**config.mk**
```make
export PLATFORM = sky130hd
export DESIGN_NAME = dma_mm2s_burst
export DESIGN_NICKNAME = d
export VERILOG_FILES = /design/src/rtl/dma_mm2s_burst.sv
export SDC_FILE = /design/constraint.sdc
export NUM_CORES = 1
export LEC_CHECK = 0
export CORE_ASPECT_RATIO = 1.2
export CORE_UTILIZATION = 40
export CTS_BUF_LIST = sky130_fd_sc_hd__clkbuf_8
export CTS_CLUSTER_SIZE = 25
export DETAILED_ROUTE_END_ITERATION = 8
export PLACE_DENSITY = 0.79
export SETUP_SLACK_MARGIN = 0.4
export SLEW_MARGIN = 20
export SYNTH_ARGS = -nofsm -noshare
export SYNTH_HDL_FRONTEND = slang
export SYNTH_SLANG_ARGS = --single-unit
```
**constraint.sdc**
```tcl
create_clock -name m_axi_aclk -period 2.95 [get_ports m_axi_aclk]
set_input_delay 0.295 -clock m_axi_aclk [delete_from_list [all_inputs] [get_ports m_axi_aclk]]
set_output_delay 0.295 -clock m_axi_aclk [all_outputs]
set_load 0.03 [all_outputs]
```
**src/rtl/dma_mm2s_burst.sv**
```systemverilog
`default_nettype none
// ============================================================================
// Module   : dma_mm2s_burst
// Brief    : Memory-mapped to stream read DMA. It splits one transfer into
//            AXI INCR read bursts and passes each R beat straight through to
//            the AXI-Stream output, with one burst outstanding at a time.
// Options  : define DMA_MM2S_BOUNDARY_4K_EN so that no burst crosses a
//            4 KB address boundary.
// Revision : 1.0 - initial release
// ============================================================================
module dma_mm2s_burst #(
  parameter int DATA_WIDTH    = 64,
  parameter int ADDR_WIDTH    = 32,
  parameter int MAX_BURST_LEN = 16,
  parameter int LEN_WIDTH     = 16
) (
  input  logic                  m_axi_aclk,
  input  logic                  m_axi_aresetn,
  // transfer request and status
  input  logic                  start_i,
  input  logic [ADDR_WIDTH-1:0] addr_i,
  input  logic [LEN_WIDTH-1:0]  len_i,
  output logic                  busy_o,
  output logic                  done_o,
  output logic                  error_o,
  // AXI read address channel
  output logic [ADDR_WIDTH-1:0] m_mm2s_axi_araddr,
  output logic [7:0]            m_mm2s_axi_arlen,
  output logic [2:0]            m_mm2s_axi_arsize,
  output logic [1:0]            m_mm2s_axi_arburst,
  output logic [3:0]            m_mm2s_axi_arcache,
  output logic [2:0]            m_mm2s_axi_arprot,
  output logic                  m_mm2s_axi_arvalid,
  input  logic                  m_mm2s_axi_arready,
  // AXI read data channel
  input  logic [DATA_WIDTH-1:0] m_mm2s_axi_rdata,
  input  logic [1:0]            m_mm2s_axi_rresp,
  input  logic                  m_mm2s_axi_rlast,
  input  logic                  m_mm2s_axi_rvalid,
  output logic                  m_mm2s_axi_rready,
  // AXI-Stream output
  output logic [DATA_WIDTH-1:0] m_mm2s_axis_tdata,
  output logic                  m_mm2s_axis_tvalid,
  output logic                  m_mm2s_axis_tlast,
  input  logic                  m_mm2s_axis_tready
);

  localparam int c_bytes = DATA_WIDTH / 8;
  localparam int c_size  = $clog2(c_bytes);
  // Remaining-beat counter holds len_i+1 and must also hold a full 256-beat burst.
  localparam int c_cnt_w = (LEN_WIDTH + 1 > 9) ? LEN_WIDTH + 1 : 9;
  localparam logic [c_cnt_w-1:0]    c_max_burst  = c_cnt_w'(MAX_BURST_LEN);
  localparam logic [ADDR_WIDTH-1:0] c_align_mask = ~ADDR_WIDTH'(c_bytes - 1);

  typedef enum logic [1:0] {
    S_IDLE = 2'd0,
    S_ADDR = 2'd1,
    S_DATA = 2'd2,
    S_DONE = 2'd3
  } state_t;

  state_t              state_q, state_d;
  logic [ADDR_WIDTH-1:0] addr_q, addr_d;          // address of the next burst to request
  logic [c_cnt_w-1:0]  remain_q, remain_d;        // beats not yet requested on AR
  logic [8:0]          burst_left_q, burst_left_d; // beats still due in the current burst
  logic [7:0]          arlen_q, arlen_d;
  logic                arvalid_q, arvalid_d;
  logic                busy_q, busy_d;
  logic                done_q, done_d;
  logic                error_q, error_d;

  logic [ADDR_WIDTH-1:0] w_calc_addr;
  logic [c_cnt_w-1:0]  w_calc_remain;
  logic [8:0]          w_burst;
  logic [8:0]          w_ar_beats;
  logic                w_beat_acc;
  logic                w_burst_end;

  // Size the next burst from either the incoming request (IDLE) or the running state.
  always_comb begin
    w_calc_addr   = addr_q;
    w_calc_remain = remain_q;
    if (state_q == S_IDLE) begin
      w_calc_addr   = addr_i & c_align_mask;
      w_calc_remain = c_cnt_w'(len_i) + c_cnt_w'(1);
    end
    w_burst = (w_calc_remain > c_max_burst) ? c_max_burst[8:0] : w_calc_remain[8:0];
`ifdef DMA_MM2S_BOUNDARY_4K_EN
    begin : g_4k_limit
      logic [12:0] w_to_4k;
      w_to_4k = (13'h1000 - {1'b0, w_calc_addr[11:0]}) >> c_size;
      if (w_to_4k < {4'b0000, w_burst}) begin
        w_burst = w_to_4k[8:0];
      end
    end
`endif
  end

  assign w_ar_beats  = {1'b0, arlen_q} + 9'd1;
  assign w_beat_acc  = (state_q == S_DATA) && m_mm2s_axi_rvalid && m_mm2s_axis_tready;
  assign w_burst_end = (burst_left_q == 9'd1);

  // Next-state and datapath updates for the transfer sequencer.
  always_comb begin
    state_d      = state_q;
    addr_d       = addr_q;
    remain_d     = remain_q;
    burst_left_d = burst_left_q;
    arlen_d      = arlen_q;
    error_d      = error_q;
    case (state_q)
      S_IDLE: begin
        if (start_i) begin
          state_d  = S_ADDR;
          addr_d   = w_calc_addr;
          remain_d = w_calc_remain;
          arlen_d  = 8'(w_burst - 9'd1);
          error_d  = 1'b0;
        end
      end
      S_ADDR: begin
        if (m_mm2s_axi_arready) begin
          state_d      = S_DATA;
          addr_d       = addr_q + (ADDR_WIDTH'(w_ar_beats) << c_size);
          remain_d     = remain_q - c_cnt_w'(w_ar_beats);
          burst_left_d = w_ar_beats;
        end
      end
      S_DATA: begin
        if (w_beat_acc) begin
          burst_left_d = burst_left_q - 9'd1;
          // Slave errors and misplaced rlast are flagged; the internal count still rules.
          if ((m_mm2s_axi_rresp != 2'b00) || (m_mm2s_axi_rlast != w_burst_end)) begin
            error_d = 1'b1;
          end
          if (w_burst_end) begin
            if (remain_q != '0) begin
              state_d = S_ADDR;
              arlen_d = 8'(w_burst - 9'd1);
            end else begin
              state_d = S_DONE;
            end
          end
        end
      end
      S_DONE: begin
        state_d = S_IDLE;
      end
      default: begin
        state_d = S_IDLE;
      end
    endcase
    arvalid_d = (state_d == S_ADDR);
    busy_d    = (state_d == S_ADDR) || (state_d == S_DATA);
    done_d    = (state_d == S_DONE);
  end

  // State and registered outputs, cleared by the synchronous active-low reset.
  always_ff @(posedge m_axi_aclk) begin
    if (!m_axi_aresetn) begin
      state_q      <= S_IDLE;
      addr_q       <= '0;
      remain_q     <= '0;
      burst_left_q <= '0;
      arlen_q      <= '0;
      arvalid_q    <= 1'b0;
      busy_q       <= 1'b0;
      done_q       <= 1'b0;
      error_q      <= 1'b0;
    end else begin
      state_q      <= state_d;
      addr_q       <= addr_d;
      remain_q     <= remain_d;
      burst_left_q <= burst_left_d;
      arlen_q      <= arlen_d;
      arvalid_q    <= arvalid_d;
      busy_q       <= busy_d;
      done_q       <= done_d;
      error_q      <= error_d;
    end
  end

  assign busy_o  = busy_q;
  assign done_o  = done_q;
  assign error_o = error_q;

  assign m_mm2s_axi_araddr  = addr_q;
  assign m_mm2s_axi_arlen   = arlen_q;
  assign m_mm2s_axi_arsize  = 3'(c_size);
  assign m_mm2s_axi_arburst = 2'b01;
  assign m_mm2s_axi_arcache = 4'b0011;
  assign m_mm2s_axi_arprot  = 3'b000;
  assign m_mm2s_axi_arvalid = arvalid_q;

  // Zero-latency pass-through; only open while a burst is being received.
  assign m_mm2s_axi_rready  = (state_q == S_DATA) && m_mm2s_axis_tready;
  assign m_mm2s_axis_tdata  = m_mm2s_axi_rdata;
  assign m_mm2s_axis_tvalid = (state_q == S_DATA) && m_mm2s_axi_rvalid;
  assign m_mm2s_axis_tlast  = (state_q == S_DATA) && w_burst_end && (remain_q == '0);

endmodule
`default_nettype wire

```
cell_density.png
The die is cut into 11 by 13 equal tiles; white is low, dark blue is high, 0 to 100% covered.
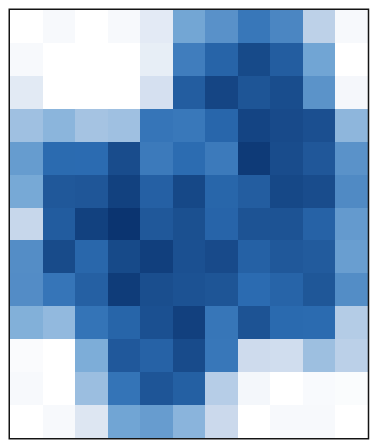
densest ninth of the die: middle
mean over tiles: 56%
emptiest ninth of the die: top left

flops_by_reg.png
Other sequential cells in the stronger grey, the rest of the logic in the fainter grey.
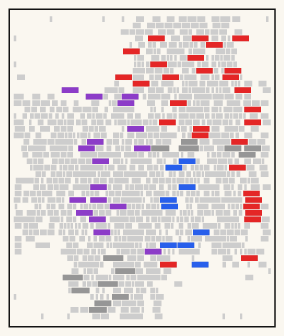
legend:
  purple:
    netlist_name: remain_q
    placed_flops: 17
  red:
    netlist_name: m_mm2s_axi_araddr
    placed_flops: 29
  blue:
    netlist_name: burst_left_q
    placed_flops: 9
not coloured: 14
Seq. pwr: 0.00129 W
Seq/total area: 16.7%
Reg area: 1400 µm²
final core occ: 60.7%

layer_met1.png
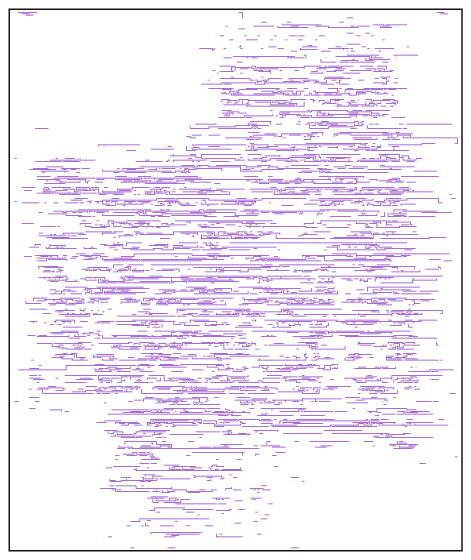
wire length on this layer: 7830 µm
longest straight run: 31.3 µm
share of all routed wire: 39%
nets with wire on the layer: 914
main direction: horizontal

placement.png
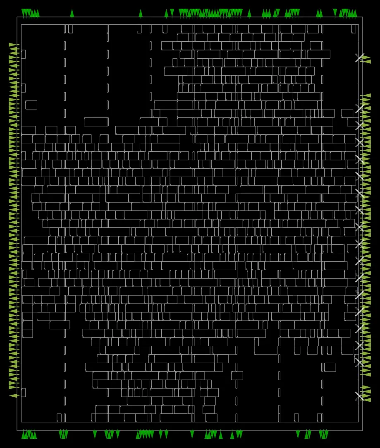
Core Rows: 47
Flops: 69
Layout fillers: 1099

==> impl_metrics.tcl <==
# yosys + openroad results
set metrics [dict create \
    clock_sinks 69 \
    outcome "finished with violations" \
    hold_viol 0 \
    combPwrFrac_pct 55.6 \
    synthCells 779 \
    arrival_ps 3250 \
    ys_area_um2 5720 \
    maxPowerGroup "combinational logic" \
    overflow 0 \
    timing.final.ws_setup_ps -21.0 \
    finalSetupViolations 1 \
    crit_fanout 5 \
    min-delay-start "burst_left_q[7]" \
    drc 36 \
    powerClk_w 0.000718 \
    crit_cells 12 \
    largest_reg_flops 29 \
    cts_buffers 9 \
    logic_family "simple AND/OR/NAND/NOR gates" \
    endpoint "m_mm2s_axi_arlen[2]" \
    warnings 34 \
    total_power_w 0.00451 \
    power_switching_w 0.00192 \
    cts_tree "done" \
    lay_top_cells "buf_4 (104), clkdlybuf4s50_1 (84), nand2_1 (69), nor2_1 (64), dfxtp_1 (61)" \
    track_usage_pct 24.5 \
    postRouteAntennaNets 0 \
    r2r_cells 13 \
    edf_count 0 \
    p_per_area_nw_per_um2 535 \
    vdd_drop_max_mv 0.221 \
    nets 1057 \
    cp-end-kind "flop" \
    avgRoutedWirePerCell_um 18.7 \
    fa_ha_area_share_pct 6.17 \
    lay_top_count "buf_4" \
    maxCapViolCount 0 \
    yosys_warnings 0 \
    area_leaders "dfxtp_1 (24%), buf_4 (10%), ha_1 (5.5%)" \
    drive_gt1_share_pct 31.0 \
    vias 6617 \
    setup.worst_path.start "len_i[13]" \
    failed_checks "design-rule violations, negative setup slack" \
    numSynthFlops 69 \
    num_io_pins 244 \
    r2r_start "state_q[0]" \
    gp_congestion 0.879 \
    setup-tns-final_ps -21.0 \
    min_path_type "reg2reg" \
    htreeDepth 3 \
    ys_sh_aoi_pct 24.8 \
    tightest_slew_ps 817 \
    synth.avg_cell_area_um2 7.34 \
]
==> area by class of cell <==
class                      count  area, µm²  share of cell area [%]
sequential                    69       1400                    16.7
clock inverter                 6       38.8                   0.460
timing repair buffer         228       2120                    25.2
multi-input combinational    575       4400                    52.2
inverter                      26        105                    1.25
clock buffer                  10        138                    1.63
tap                          171        214                    2.54
==> layer usage <==
metal / vias to the layer above / wire, µm / track usage (%)
met5: - / 0 / 0
met1: 3147 / 7830 / 29.6
met3: 83 / 1560 / 3.11
li1: 3032 / - / -
met2: 355 / 9970 / 41.3
met4: 0 / 914 / 14.9
==> timing repair <==
item	CTS	global route
setup endpoints to repair	38	36
endpoints found under the hold margin	0	0
gates resized	71	110
buffers inserted	28	23
pin swaps	33	72
cloned	4	0
No activity file was given, so power comes from the tool's default toggle rates.
